[config.mk]
export PLATFORM = sky130hd
export DESIGN_NAME = tflaf_run_ctrl_flat
export DESIGN_NICKNAME = d
export VERILOG_FILES = /design/src/rtl/tflaf_pkg.sv /design/src/rtl/tflaf_run_ctrl_if.sv /design/src/rtl/tflaf_valid_pipe.sv /design/src/rtl/tflaf_run_ctrl.sv /design/src/flat_wrapper.sv
export SDC_FILE = /design/constraint.sdc
export NUM_CORES = 1
export LEC_CHECK = 0
export CELL_PAD_IN_SITES_DETAIL_PLACEMENT = 1
export CELL_PAD_IN_SITES_GLOBAL_PLACEMENT = 1
export CORE_MARGIN = 1.5
export CORE_UTILIZATION = 40
export DETAILED_ROUTE_END_ITERATION = 8
export GPL_TIMING_DRIVEN = 0
export PLACE_DENSITY = 0.95
export SYNTH_ARGS = -nofsm -noshare
export SYNTH_HDL_FRONTEND = slang
export SYNTH_SLANG_ARGS = --single-unit
[constraint.sdc]
create_clock -name clk -period 6 [get_ports clk]
set_input_delay 0.9 -clock clk [delete_from_list [all_inputs] [get_ports clk]]
set_output_delay 0.9 -clock clk [all_outputs]
set_load 0.01 [all_outputs]
[src/rtl/tflaf_pkg.sv]
// Shared types and defaults for the tflaf run sequencer.
package tflaf_pkg;

    typedef enum logic [1:0] {
        IDLE  = 2'd0,
        FRST  = 2'd1,
        RUN   = 2'd2,
        FLUSH = 2'd3
    } run_state_e;

    localparam int TFLAF_WIDTH = 16;
    localparam int TFLAF_RET   = 4;
    localparam int TRIAL_IDX_W = 8;

endpackage

[src/rtl/tflaf_run_ctrl_if.sv]
// Upstream (x, d) sample stream: valid from the source, ready from the sequencer.
interface tflaf_run_ctrl_if #(
    parameter int WIDTH = tflaf_pkg::TFLAF_WIDTH
);
    logic             in_valid;
    logic             in_ready;
    logic [WIDTH-1:0] in_x;
    logic [WIDTH-1:0] in_d;

    modport master (output in_valid, output in_x, output in_d, input in_ready);
    modport slave  (input in_valid, input in_x, input in_d, output in_ready);
endinterface

[src/rtl/tflaf_valid_pipe.sv]
// DEPTH-stage shift of {valid, last} tracking samples through the filter.
// Fixed DEPTH-cycle latency, never stalls; clr_i empties every stage.
module tflaf_valid_pipe #(
    parameter int DEPTH = tflaf_pkg::TFLAF_RET
) (
    input  logic clk,
    input  logic rst,
    input  logic clr_i,
    input  logic vld_i,
    input  logic last_i,
    output logic vld_o,
    output logic last_o
);
    logic [DEPTH-1:0] vld_q;
    logic [DEPTH-1:0] last_q;

    always_ff @(posedge clk or posedge rst) begin
        if (rst) begin
            vld_q  <= '0;
            last_q <= '0;
        end else if (clr_i) begin
            vld_q  <= '0;
            last_q <= '0;
        end else begin
            vld_q  <= (vld_q << 1) | DEPTH'(vld_i);
            last_q <= (last_q << 1) | DEPTH'(last_i & vld_i);
        end
    end

    assign vld_o  = vld_q[DEPTH-1];
    assign last_o = last_q[DEPTH-1];
endmodule

[src/rtl/tflaf_run_ctrl.sv]
// Trial sequencer for tflaf_top: reset, stream N samples, flush; error tagged RET+1 edges after accept.
// The filter is never stalled: a missing upstream sample becomes a zero bubble and sets underflow.
module tflaf_run_ctrl
    import tflaf_pkg::*;
#(
    parameter int WIDTH     = TFLAF_WIDTH,
    parameter int N         = 25000,
    parameter int NUM_TRIAL = 50,
    parameter int RET       = TFLAF_RET,
    parameter int RST_CYC   = 2,
    parameter int CNT_W     = 15
) (
    input  logic                   clk,
    input  logic                   reset,
    input  logic                   start,
    input  logic                   abort,
    tflaf_run_ctrl_if.slave        up,
    output logic                   filt_rst,
    output logic [WIDTH-1:0]       signal_in,
    output logic [WIDTH-1:0]       desired_in,
    input  logic [WIDTH-1:0]       error_d_in,
    output logic [WIDTH-1:0]       err_out,
    output logic                   err_valid,
    output logic                   err_last,
    output logic [TRIAL_IDX_W-1:0] trial_idx,
    output logic                   busy,
    output logic                   trial_done,
    output logic                   all_done,
    output logic                   underflow
);
    localparam int PH_W = 8;

    run_state_e             state_q, state_d;
    logic [CNT_W-1:0]       cnt_q, cnt_d, cnt_inc;
    logic [PH_W-1:0]        ph_q, ph_d;
    logic [TRIAL_IDX_W-1:0] trial_q, trial_d;
    logic [WIDTH-1:0]       sig_q, sig_d, des_q, des_d, err_q;
    logic                   s0_vld_q, s0_vld_d, s0_last_q, s0_last_d;
    logic                   err_vld_q, err_last_q;
    logic                   trial_done_q, trial_done_d;
    logic                   all_done_q, all_done_d;
    logic                   unf_q, unf_d;
    logic                   pipe_vld, pipe_last;

    always_comb begin
        state_d      = state_q;
        cnt_d        = cnt_q;
        ph_d         = ph_q;
        trial_d      = trial_q;
        sig_d        = '0;
        des_d        = '0;
        s0_vld_d     = 1'b0;
        s0_last_d    = 1'b0;
        trial_done_d = 1'b0;
        all_done_d   = 1'b0;
        unf_d        = unf_q;
        cnt_inc      = cnt_q + CNT_W'(1);

        if (abort) begin
            state_d = IDLE;
        end else begin
            case (state_q)
                IDLE: begin
                    if (start) begin
                        state_d = FRST;
                        ph_d    = '0;
                        trial_d = '0;
                        unf_d   = 1'b0;
                    end
                end
                FRST: begin
                    if (ph_q == PH_W'(RST_CYC - 1)) begin
                        state_d = RUN;
                        cnt_d   = '0;
                    end else begin
                        ph_d = ph_q + PH_W'(1);
                    end
                end
                RUN: begin
                    if (up.in_valid) begin
                        sig_d    = up.in_x;
                        des_d    = up.in_d;
                        s0_vld_d = 1'b1;
                        cnt_d    = cnt_inc;
                        if (cnt_inc == CNT_W'(N)) begin
                            s0_last_d = 1'b1;
                            state_d   = FLUSH;
                            ph_d      = '0;
                        end
                    end else begin
                        unf_d = 1'b1;
                    end
                end
                FLUSH: begin
                    // RET+1 bubbles drain the filter and the output register.
                    if (ph_q == PH_W'(RET)) begin
                        trial_done_d = 1'b1;
                        trial_d      = trial_q + TRIAL_IDX_W'(1);
                        if (trial_q == TRIAL_IDX_W'(NUM_TRIAL - 1)) begin
                            all_done_d = 1'b1;
                            state_d    = IDLE;
                        end else begin
                            state_d = FRST;
                            ph_d    = '0;
                        end
                    end else begin
                        ph_d = ph_q + PH_W'(1);
                    end
                end
                default: state_d = IDLE;
            endcase
        end
    end

    always_ff @(posedge clk or posedge reset) begin
        if (reset) begin
            state_q      <= IDLE;
            cnt_q        <= '0;
            ph_q         <= '0;
            trial_q      <= '0;
            sig_q        <= '0;
            des_q        <= '0;
            s0_vld_q     <= 1'b0;
            s0_last_q    <= 1'b0;
            err_q        <= '0;
            err_vld_q    <= 1'b0;
            err_last_q   <= 1'b0;
            trial_done_q <= 1'b0;
            all_done_q   <= 1'b0;
            unf_q        <= 1'b0;
        end else begin
            state_q      <= state_d;
            cnt_q        <= cnt_d;
            ph_q         <= ph_d;
            trial_q      <= trial_d;
            sig_q        <= sig_d;
            des_q        <= des_d;
            s0_vld_q     <= s0_vld_d;
            s0_last_q    <= s0_last_d;
            err_q        <= error_d_in;
            err_vld_q    <= pipe_vld & ~abort;
            err_last_q   <= pipe_vld & pipe_last & ~abort;
            trial_done_q <= trial_done_d;
            all_done_q   <= all_done_d;
            unf_q        <= unf_d;
        end
    end

    // s0 travels with signal_in, so the pipe only has to cover the filter's RET cycles.
    tflaf_valid_pipe #(.DEPTH(RET)) u_vpipe (
        .clk    (clk),
        .rst    (reset),
        .clr_i  (abort),
        .vld_i  (s0_vld_q),
        .last_i (s0_last_q),
        .vld_o  (pipe_vld),
        .last_o (pipe_last)
    );

    assign filt_rst    = (state_q == IDLE) || (state_q == FRST);
    assign up.in_ready = (state_q == RUN) && !abort;
    assign busy        = (state_q != IDLE);
    assign signal_in   = sig_q;
    assign desired_in  = des_q;
    assign err_out     = err_q;
    assign err_valid   = err_vld_q;
    assign err_last    = err_last_q;
    assign trial_idx   = trial_q;
    assign trial_done  = trial_done_q;
    assign all_done    = all_done_q;
    assign underflow   = unf_q;
endmodule

[src/flat_wrapper.sv]
// flat-port wrapper written by rule: the top's interface ports become plain ports
module tflaf_run_ctrl_flat import tflaf_pkg::*;
#(
    parameter int WIDTH     = TFLAF_WIDTH,
    parameter int N         = 25000,
    parameter int NUM_TRIAL = 50,
    parameter int RET       = TFLAF_RET,
    parameter int RST_CYC   = 2,
    parameter int CNT_W     = 15
)
  (clk, reset, start, abort, filt_rst, signal_in, desired_in, error_d_in, err_out, err_valid, err_last, trial_idx, busy, trial_done, all_done, underflow, up_in_valid, up_in_x, up_in_d, up_in_ready);
  tflaf_run_ctrl_if #(.WIDTH(WIDTH)) up_i ();
  input  logic clk;
  input  logic reset;
  input  logic start;
  input  logic abort;
  output logic filt_rst;
  output logic [WIDTH-1:0] signal_in;
  output logic [WIDTH-1:0] desired_in;
  input  logic [WIDTH-1:0] error_d_in;
  output logic [WIDTH-1:0] err_out;
  output logic err_valid;
  output logic err_last;
  output logic [TRIAL_IDX_W-1:0] trial_idx;
  output logic busy;
  output logic trial_done;
  output logic all_done;
  output logic underflow;
  input wire logic [$bits(up_i.in_valid)-1:0] up_in_valid;
  input wire logic [$bits(up_i.in_x)-1:0] up_in_x;
  input wire logic [$bits(up_i.in_d)-1:0] up_in_d;
  output wire logic [$bits(up_i.in_ready)-1:0] up_in_ready;
  assign up_i.in_valid = up_in_valid;
  assign up_i.in_x = up_in_x;
  assign up_i.in_d = up_in_d;
  assign up_in_ready = up_i.in_ready;
  tflaf_run_ctrl #(.WIDTH(WIDTH), .N(N), .NUM_TRIAL(NUM_TRIAL), .RET(RET), .RST_CYC(RST_CYC), .CNT_W(CNT_W)) u_core (.clk(clk), .reset(reset), .start(start), .abort(abort), .up(up_i), .filt_rst(filt_rst), .signal_in(signal_in), .desired_in(desired_in), .error_d_in(error_d_in), .err_out(err_out), .err_valid(err_valid), .err_last(err_last), .trial_idx(trial_idx), .busy(busy), .trial_done(trial_done), .all_done(all_done), .underflow(underflow));
endmodule
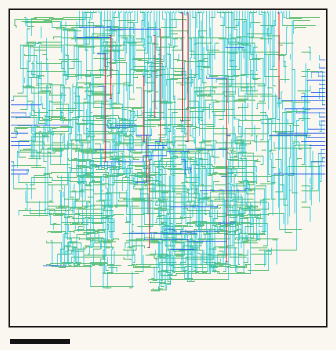
metal_stack.png
Scale bar: 20 µm.
- cyan: met2 (wire length 7200 µm)
- red: met4 (wire length 357 µm)
- green: met1 (wire length 4840 µm)
- blue: met3 (wire length 521 µm)

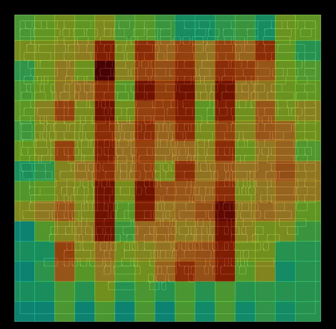
final_congestion.png
utilization after layout: 0.5606
GR peak layer: met2

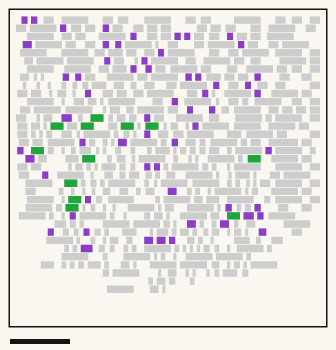
gate_families.png
Scale bar: 20 µm.
- purple: AND and OR gates (cells 59; most used and3_1; where widely spread)
- green: adder and majority cells (cells 12; most used ha_1)

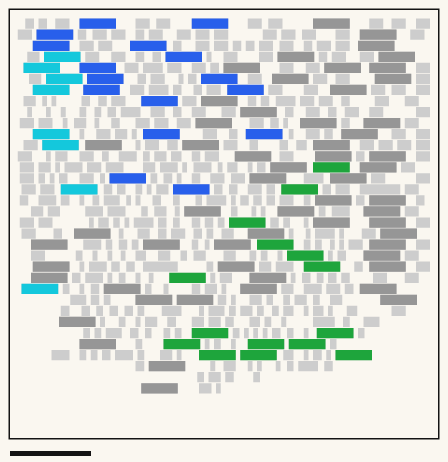
registers.png
Scale bar: 20 µm.
- cyan: `u_core.trial_idx` (flops 8)
- blue: `u_core.desired_in` (flops 16)
- green: `u_core.cnt_q` (flops 15)
- not colored: 57

-- worst max-delay path, cell delays in order (launching register included) --
cell	delay (ns)
dfrtp_1	0.45
inv_1	0.17
ha_1	0.17
clkbuf_1	0.39
nor2b_1	0.52
clkbuf_1	0.41
clkdlybuf4s50_1	0.64
-- cell usage in the layout (no fill, tap or decap), types with 2 or more instances in the layout --
| cell type | Yosys | routed |
|---|---|---|
| clkdlybuf4s50_1 | 0 | 116 |
| dfrtp_1 | 96 | 96 |
| and3_1 | 38 | 38 |
| o21ai_0 | 28 | 28 |
| nor2_1 | 27 | 27 |
| nand2_1 | 23 | 23 |
| clkbuf_1 | 14 | 15 |
| nor2b_1 | 15 | 15 |
| nand2b_1 | 13 | 13 |
| nand3_1 | 12 | 12 |
| ha_1 | 12 | 12 |
| inv_1 | 11 | 10 |
| clkbuf_8 | 0 | 10 |
| nor3_1 | 8 | 8 |
| and2_1 | 7 | 7 |
| a21oi_1 | 7 | 7 |
| o31ai_1 | 7 | 7 |
| o21ai_1 | 6 | 6 |
| xnor2_1 | 6 | 6 |
| xor2_1 | 5 | 5 |
| and4_1 | 4 | 4 |
| nand4_1 | 4 | 4 |
| o41ai_1 | 3 | 3 |
| and3b_1 | 3 | 3 |
| o31ai_2 | 3 | 3 |
| buf_6 | 2 | 2 |
| or4b_1 | 2 | 2 |
| o2111a_1 | 2 | 2 |
| a31oi_1 | 2 | 2 |
| nor4_1 | 2 | 2 |
| o22ai_1 | 2 | 2 |
| clkinvlp_4 | 0 | 2 |
| clkinv_4 | 0 | 2 |
-- area by class of cell --
| cell class | instances | area share |
|---|---|---|
| tap | 136 | 0.02967 |
| timing repair buffer | 117 | 0.2072 |
| multi-input combinational | 260 | 0.2908 |
| sequential | 96 | 0.4188 |
| inverter | 11 | 0.007635 |
| clock inverter | 5 | 0.007199 |
| clock buffer | 11 | 0.02465 |
| buffer | 17 | 0.01396 |
-- per-layer routing --
metal / vias up / GRT usage / share of wire
met5: - / 0 / 0
met4: 0 / 0.1076 / 0.028
met3: 27 / 0.03278 / 0.040
met2: 104 / 0.4622 / 0.56
met1: 1805 / 0.2833 / 0.37
li1: 1601 / - / -
-- power groups by stage --
stage | combinational, mW | clock, mW | sequential (mW)
6_report | 0.356 | 0.408 | 0.700
5_1_grt | 0.388 | 0.437 | 0.704
4_1_cts | 0.356 | 0.414 | 0.699
3_5_place_dp | 0.347 | 0 | 0.712
3_3_place_gp | 0.325 | 0 | 0.708
2_1_floorplan | 0.181 | 0 | 0.714
-- worst paths after layout --
check,to,slack [ns],start,depth (start not counted)
setup / recovery,up_in_ready,1.97,u_core.state_q[0],6
setup reg to reg,u_core.cnt_q[8],2.93,u_core.ph_q[4],6
min in group asynchronous,u_core.cnt_q[2],0.87,reset,2
hold reg to reg,u_core.err_last,0.48,u_core.u_vpipe.last_q[3],1
hold / removal,u_core.err_last,0.48,u_core.u_vpipe.last_q[3],1
max in group asynchronous,u_core.desired_in[6],4.47,reset,3
-- cell families after synthesis --
logic type	Yosys count
buffers and inverters	28
adders and majority gates	12
muxes	1
DFF	96
AOI/OAI and AO/OA	69
and+or+nand+nor	167
xor gates and xnor gates	11
==> job_summary.md <==
## PnR job results

| Metric | Value |
|---|---|
| Flops after synth | 96 |
| Vias in the first global route | 3810 |
| Async S/R FF share, synth | 1.000 |
| Outcome | finished, final reports clean |
| Log Warnings | 34 |
| Share of layout cells above drive strength 1 | 0.05609 |
| Cell Area, Synth | 4192 µm² |
| Sequential share of power | 0.478 |
| Commonest cells post-synth | dfrtp_1 (96), and3_1 (38), o21ai_0 (28) |
| Synth Area in Compound Gates | 0.1087 |
| Flip-flops with a built-in enable | 0 |
| Cycle use final | 0.6715 |
| H-tree Lvls | 3 |
| Simple-gate share of the synthesized area | 0.2281 |
| Pwr dens | 255.3 nW/µm² |
| Routability cong. | 0.8593 |
| Die Y | 105.4 µm |
| Mux area share | 0.002388 |
| CTS tree | yes |
| CP max FO | 10 |
| Hold Path Class | reg -> reg |
| Final HPWL DP | 9.587 mm |
| Cell count after synthesis | 384 |
| Adder share | 0.03582 |
| Setup repair bufs after CTS | 0 |
| Non-filler instance count after layout | 653 |
| Final-report setup violation count | 0 |
| Largest logic family | simple AND/OR/NAND/NOR gates |
| Tmin final | 4.029 ns |
| Root Buffer | clkbuf_8 |
| Worst slew margin | 0.5025 |
| Post-synth top area cell | dfrtp_1 |
| Pwr Total | 1.464 mW |
| Width of the die | 105.4 µm |
| Comb power frac | 0.243 |
| Clk slew on worst S/H paths | 0.09 ns |
| Worst vdd ir | 0.1223 mV |
| DR vias | 3537 |
| Crit path kind | reg -> out |
| Sequential cell area | 2402 µm² |
| Setup Skew | 0.01155 ns |
| Logic area | 1668 µm² |
| Sw Ratio | 0.3209 |
| Yosys stat area | 4192 µm² |
| Drt first pass iters | 4 |
| Core area | 10230 µm² |
| Setup TNS | 0 ns |
| Pre-CTS setup slack | 2.072 ns |
Power figures rest on the tool's default switching activity, not on a simulated workload.
